===== src/rtl/mem_port_arbiter.sv =====
`default_nettype none
// ============================================================================
// Module      : mem_port_arbiter
// Description : Shares one synchronous memory port between instruction fetch
//               and the load/store path. Round-robin arbitration on conflict,
//               fixed-latency access, store byte-lane steering and load
//               sign/zero extension.
// Revision    : 1.0 - initial release
// ============================================================================
module mem_port_arbiter #(
  parameter int ADDR_W      = 10,
  parameter int MEM_LATENCY = 1
) (
  input  logic              clk,
  input  logic              rst,
  input  logic              if_req,
  input  logic [31:0]       if_addr,
  output logic              if_ready,
  output logic [31:0]       if_rdata,
  input  logic              ls_req,
  input  logic              ls_we,
  input  logic [1:0]        ls_size,
  input  logic              ls_unsigned,
  input  logic [31:0]       ls_addr,
  input  logic [31:0]       ls_wdata,
  output logic              ls_ready,
  output logic [31:0]       ls_rdata,
  output logic              ls_misalign,
  output logic              mem_en,
  output logic [3:0]        mem_we,
  output logic [ADDR_W-1:0] mem_addr,
  output logic [31:0]       mem_wdata,
  input  logic [31:0]       mem_rdata,
  output logic              busy
);

  localparam logic [2:0] c_lat     = 3'(MEM_LATENCY);
  localparam logic [1:0] c_sz_byte = 2'b00;
  localparam logic [1:0] c_sz_half = 2'b01;
  localparam logic [1:0] c_sz_word = 2'b10;
  localparam logic [1:0] c_sz_bad  = 2'b11;

  typedef enum logic [1:0] {
    S_IDLE  = 2'd0,
    S_ISSUE = 2'd1,
    S_WAIT  = 2'd2,
    S_RESP  = 2'd3
  } state_t;

  state_t            r_state;
  state_t            w_state_nxt;

  logic              r_own_ls;    // current transaction belongs to the LSU
  logic              r_prio_ls;   // LSU wins the next conflict
  logic              r_we;
  logic              r_uns;
  logic              r_err;
  logic [1:0]        r_size;
  logic [1:0]        r_off;
  logic [ADDR_W-1:0] r_waddr;
  logic [31:0]       r_wdata;
  logic [2:0]        r_cnt;

  logic              w_any_req;
  logic              w_conflict;
  logic              w_gnt_ls;
  logic              w_misalign;
  logic              w_capture;
  logic              w_store_issue;
  logic [3:0]        w_lane_we;
  logic [31:0]       w_lane_wdata;
  logic [15:0]       w_lane16;
  logic [31:0]       w_load_ext;
  logic              unused_addr_bits;

  assign w_any_req  = if_req | ls_req;
  assign w_conflict = if_req & ls_req;
  // Lone requester wins; on conflict the round-robin pointer decides.
  assign w_gnt_ls   = ls_req & (~if_req | r_prio_ls);
  assign w_misalign = (ls_size == c_sz_bad)
                    | ((ls_size == c_sz_half) & ls_addr[0])
                    | ((ls_size == c_sz_word) & (ls_addr[1:0] != 2'b00));
  // Last wait cycle: memory data is valid now.
  assign w_capture  = (r_state == S_WAIT) && (r_cnt <= 3'd1);

  assign unused_addr_bits = ^{if_addr[1:0], if_addr[31:ADDR_W+2], ls_addr[31:ADDR_W+2]};

  // State register.
  always_ff @(posedge clk or posedge rst) begin
    if (rst) r_state <= S_IDLE;
    else     r_state <= w_state_nxt;
  end

  // Next-state logic; rejected LSU accesses skip the memory cycle entirely.
  always_comb begin
    w_state_nxt = r_state;
    case (r_state)
      S_IDLE: begin
        if (w_gnt_ls && w_misalign) w_state_nxt = S_RESP;
        else if (w_any_req)         w_state_nxt = S_ISSUE;
      end
      S_ISSUE: w_state_nxt = S_WAIT;
      S_WAIT:  if (r_cnt <= 3'd1) w_state_nxt = S_RESP;
      S_RESP:  w_state_nxt = S_IDLE;
      default: w_state_nxt = S_IDLE;
    endcase
  end

  // Latch the granted request and advance the round-robin pointer on conflicts.
  always_ff @(posedge clk or posedge rst) begin
    if (rst) begin
      r_own_ls  <= 1'b0;
      r_prio_ls <= 1'b1;
      r_we      <= 1'b0;
      r_uns     <= 1'b0;
      r_err     <= 1'b0;
      r_size    <= 2'b00;
      r_off     <= 2'b00;
      r_waddr   <= '0;
      r_wdata   <= 32'h0;
    end else if ((r_state == S_IDLE) && w_any_req) begin
      r_own_ls <= w_gnt_ls;
      if (w_conflict) r_prio_ls <= ~w_gnt_ls;
      r_we     <= w_gnt_ls & ls_we;
      r_uns    <= ls_unsigned;
      r_err    <= w_gnt_ls & w_misalign;
      r_size   <= ls_size;
      r_off    <= ls_addr[1:0];
      r_waddr  <= w_gnt_ls ? ls_addr[ADDR_W+1:2] : if_addr[ADDR_W+1:2];
      r_wdata  <= ls_wdata;
    end
  end

  // Latency counter: loaded during the issue cycle, counts down while waiting.
  always_ff @(posedge clk or posedge rst) begin
    if (rst)                     r_cnt <= 3'd0;
    else if (r_state == S_ISSUE) r_cnt <= c_lat;
    else if (r_state == S_WAIT)  r_cnt <= r_cnt - 3'd1;
  end

  // Store lane steering: replicate data, enable only the addressed bytes.
  always_comb begin
    w_lane_we    = 4'b1111;
    w_lane_wdata = r_wdata;
    case (r_size)
      c_sz_byte: begin
        w_lane_we    = 4'b0001 << r_off;
        w_lane_wdata = {4{r_wdata[7:0]}};
      end
      c_sz_half: begin
        w_lane_we    = r_off[1] ? 4'b1100 : 4'b0011;
        w_lane_wdata = {2{r_wdata[15:0]}};
      end
      default: begin
        w_lane_we    = 4'b1111;
        w_lane_wdata = r_wdata;
      end
    endcase
  end

  // Load lane select followed by sign or zero extension.
  always_comb begin
    w_lane16   = 16'(mem_rdata >> {r_off, 3'b000});
    w_load_ext = mem_rdata;
    case (r_size)
      c_sz_byte: w_load_ext = r_uns ? {24'h0, w_lane16[7:0]} : {{24{w_lane16[7]}}, w_lane16[7:0]};
      c_sz_half: w_load_ext = r_uns ? {16'h0, w_lane16}      : {{16{w_lane16[15]}}, w_lane16};
      default:   w_load_ext = mem_rdata;
    endcase
  end

  // Response data registers; stores and rejected accesses leave ls_rdata alone.
  always_ff @(posedge clk or posedge rst) begin
    if (rst) begin
      if_rdata <= 32'h0;
      ls_rdata <= 32'h0;
    end else if (w_capture) begin
      if (!r_own_ls)  if_rdata <= mem_rdata;
      else if (!r_we) ls_rdata <= w_load_ext;
    end
  end

  // Memory strobes are driven only during the single issue cycle.
  assign w_store_issue = (r_state == S_ISSUE) & r_own_ls & r_we;
  assign mem_en        = (r_state == S_ISSUE);
  assign mem_addr      = mem_en ? r_waddr : '0;
  assign mem_we        = w_store_issue ? w_lane_we : 4'b0000;
  assign mem_wdata     = w_store_issue ? w_lane_wdata : 32'h0;

  assign busy          = (r_state != S_IDLE);
  assign if_ready      = (r_state == S_RESP) & ~r_own_ls;
  assign ls_ready      = (r_state == S_RESP) & r_own_ls;
  assign ls_misalign   = (r_state == S_RESP) & r_own_ls & r_err;

endmodule
`default_nettype wire


===== config.mk =====
export PLATFORM = sky130hd
export DESIGN_NAME = mem_port_arbiter
export DESIGN_NICKNAME = d
export VERILOG_FILES = /design/src/rtl/mem_port_arbiter.sv
export SDC_FILE = /design/constraint.sdc
export NUM_CORES = 1
export LEC_CHECK = 0
export ABC_AREA = 1
export ABC_CLOCK_PERIOD_IN_PS = 8800
export CORE_AREA = 4 4 155 112
export DETAILED_ROUTE_END_ITERATION = 8
export DIE_AREA = 0 0 159 116
export PLACE_DENSITY = 0.7
export SETUP_SLACK_MARGIN = 0.3
export SYNTH_ARGS = -nofsm -noshare
export SYNTH_HDL_FRONTEND = slang
export SYNTH_SLANG_ARGS = --single-unit

===== constraint.sdc =====
create_clock -name clk -period 8.8 [get_ports clk]
set_input_delay 1.76 -clock clk [delete_from_list [all_inputs] [get_ports clk]]
set_output_delay 1.76 -clock clk [all_outputs]
set_load 0.01 [all_outputs]

Figure 1. Selected gate families.
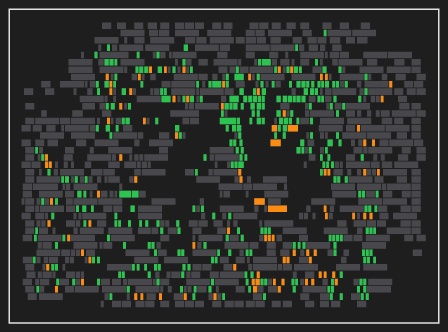
| colour | family | cells |
|---|---|---|
| orange | nor cells | 89 |
| green | nand cells | 293 |
non-filler cells, final: 1,208
most numerous logic cell after layout: nand2_1

Figure 2. Routing congestion map.
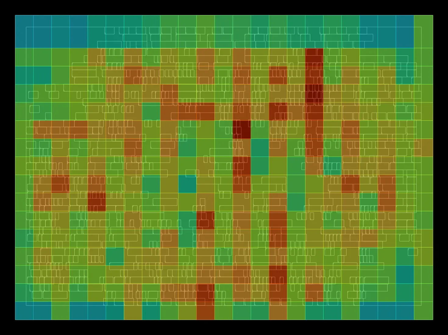
met1 Use GR: 0.2956
busiest grt layer: met2
WL/cell: 16.37 um
GR Layer Usage met3: 0.07714

Figure 3. Register map, names as in the netlist.
Scale bar: 50 um. Other sequential cells in the stronger grey, the rest of the logic in the fainter grey.
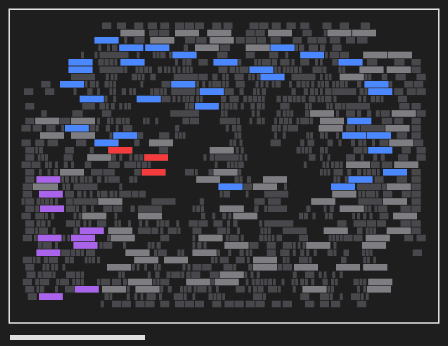
| colour | signal | placed flops |
|---|---|---|
| red | `r_cnt` | 3 |
| blue | `ls_rdata` | 32 |
| purple | `r_waddr` | 10 |
flop share of the area: 0.3333
seq pwr: 0.00102 W
Reg area: 0.003004 sq mm
Final Util: 0.5649

Figure 4. Cell classes on the final placement.
Scale bar: 50 um.
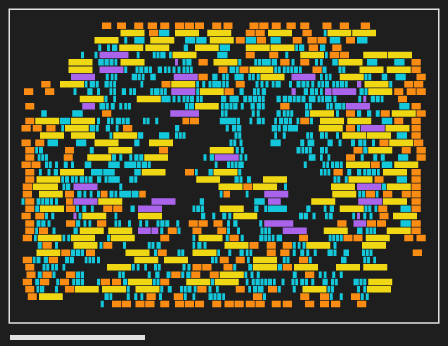
| colour | class | cells |
|---|---|---|
| purple | clock drivers and dummy loads | 32 |
| cyan | remaining logic cells | 638 |
| yellow | sequential cells | 120 |
| orange | remaining buffers and delay cells | 213 |
final non-filler cell area: 0.009014 sq mm
Row Count: 39

-- cell families after synthesis --
family | after synthesis | share of synthesized area
adder cells (fa/ha/maj) | 5 | 0.01004
AND-OR/OR-AND | 105 | 0.08876
buffers and inverters | 133 | 0.09036
multiplexers | 26 | 0.04699
AND/OR/NAND/NOR | 407 | 0.2817
flip-flops | 120 | 0.4821
-- layer usage --
metal	part of all wire	vias to the layer above	track usage
met3	0.078	17	0.07714
met5	0.00066	-	0
li1	-	2889	-
met4	0.010	2	0.05202
met2	0.43	206	0.3166
met1	0.48	2686	0.2956
-- state kept, by name, summed over array words and instances, names as in the netlist --
signal     flops
ls_rdata      32
r_off          2
r_state        2
r_prio_ls      1
if_rdata      32
r_err          1
r_waddr       10
r_we           1
r_uns          1
r_cnt          3
r_own_ls       1
r_size         2
r_wdata       32
-- worst reg2reg max path, cell delays in order (launching register included) --
cell,delay (ps)
dfrtp_1,400
inv_1,110
ha_1,240
nand4_2,760
inv_1,1120
or2_2,250
nand2_1,60
inv_1,60
-- through the flow --
stage          utilization  std cells  hold slack, ps  power (W)  area, sq um
2_1_floorplan            -        796           448.7   0.001883         6231
3_3_place_gp        0.5266       1176           464.7   0.002497         8403
3_5_place_dp        0.5266       1176           464.8   0.002520         8403
4_1_cts             0.5649       1208           480.9   0.003263         9014
5_1_grt             0.5649       1208           505.5   0.003473         9014
6_report            0.5649       1208           477.4   0.003231         9014
-- layout make-up --
cell class	count	area (sq um)	area share
Clock buffer	25	495.5	0.05497
Clock inverter	7	115.1	0.01277
Inverter	95	359.1	0.03984
Multi-Input combinational cell	543	2664	0.2955
Sequential cell	120	3004	0.3333
Tap cell	205	256.5	0.02846
Timing Repair Buffer	213	2120	0.2351
-- where the power goes --
part	internal, W	switching [W]
logic	0.000697	0.000796
registers	0.000837	0.000183
clock network	0.000475	0.000244
==> flow_summary.ini <==
; physical design summary
[status]
status = finished clean

[drt]
vias = 5800
routed_via_density = 4.801
first_pass_iters = 5
postRouteAntennaNets = 0
drtIter0Drc = 374

[setup_path]
r2r-start = r_state[0]
cpLargestDelayFamily = buffers and inverters
cp_num_cells = 7
crit_top_cell = inv_1
cp-start-kind = flop
critPathBufInv = 3
startpoint = r_state[1]
timing.rr.end = ls_rdata[20]
cp-end-kind = output port

[final_layout]
final_cell_mix = nand2_1 (236), clkdlybuf4s50_1 (208), dfrtp_1 (119)
syn_to_final_growth_pct = 44.66
nets = 1131
fillers = 1469
drive_gt1_frac = 0.1007

[cts]
cts_max_level = 4
hold_buffers = 0
cts.path.max_buffers = 2

[logic_synthesis]
synth-edff-count = 0
topCellsByArea = dfrtp_1 (48%), nand2_1 (14%), inv_1 (5.5%), nor2_1 (4.9%), mux2_2 (4.7%)
synth.avg_cell_area_sq_um = 7.828
synthTopCellsByCount = nand2_1 (236), dfrtp_1 (119), inv_1 (91), nor2_1 (82), a21oi_1 (49)
synth.cell_area_sq_mm = 0.006231
ys.flops = 120
async_reset_ff_frac = 1.000
yosys.area.top_type_share = 0.4779
yosys-stat-area_sq_mm = 0.006231
most_common_cell = nand2_1

[worst_hold_path]
hold_class = reg -> reg
hp-start = r_wdata[25]
worstHoldEndpoint = r_wdata[25]
whs_path_depth = 2

[grt]
antenna_found_initial = 1
grt_pass1_vias = 5720

[power]
ir_drop_mv = 0.1981
cellPowerDensity_mw_per_mm2 = 358.5

[timing]
setup_tns_ps = 0
setup_viol = 0
fin_worst_skew_ps = 7.369
hold_violations = 0
fin_crit_sh = 0.6046
slew_headroom = 0.3283

[die]
ios = 251
fp_util = 0.3905
core_sq_mm = 0.01596
dieArea_sq_mm = 0.01844

[placement]
place_congestion = 0.8375
Power figures rest on the tool's default switching activity, not on a simulated workload.
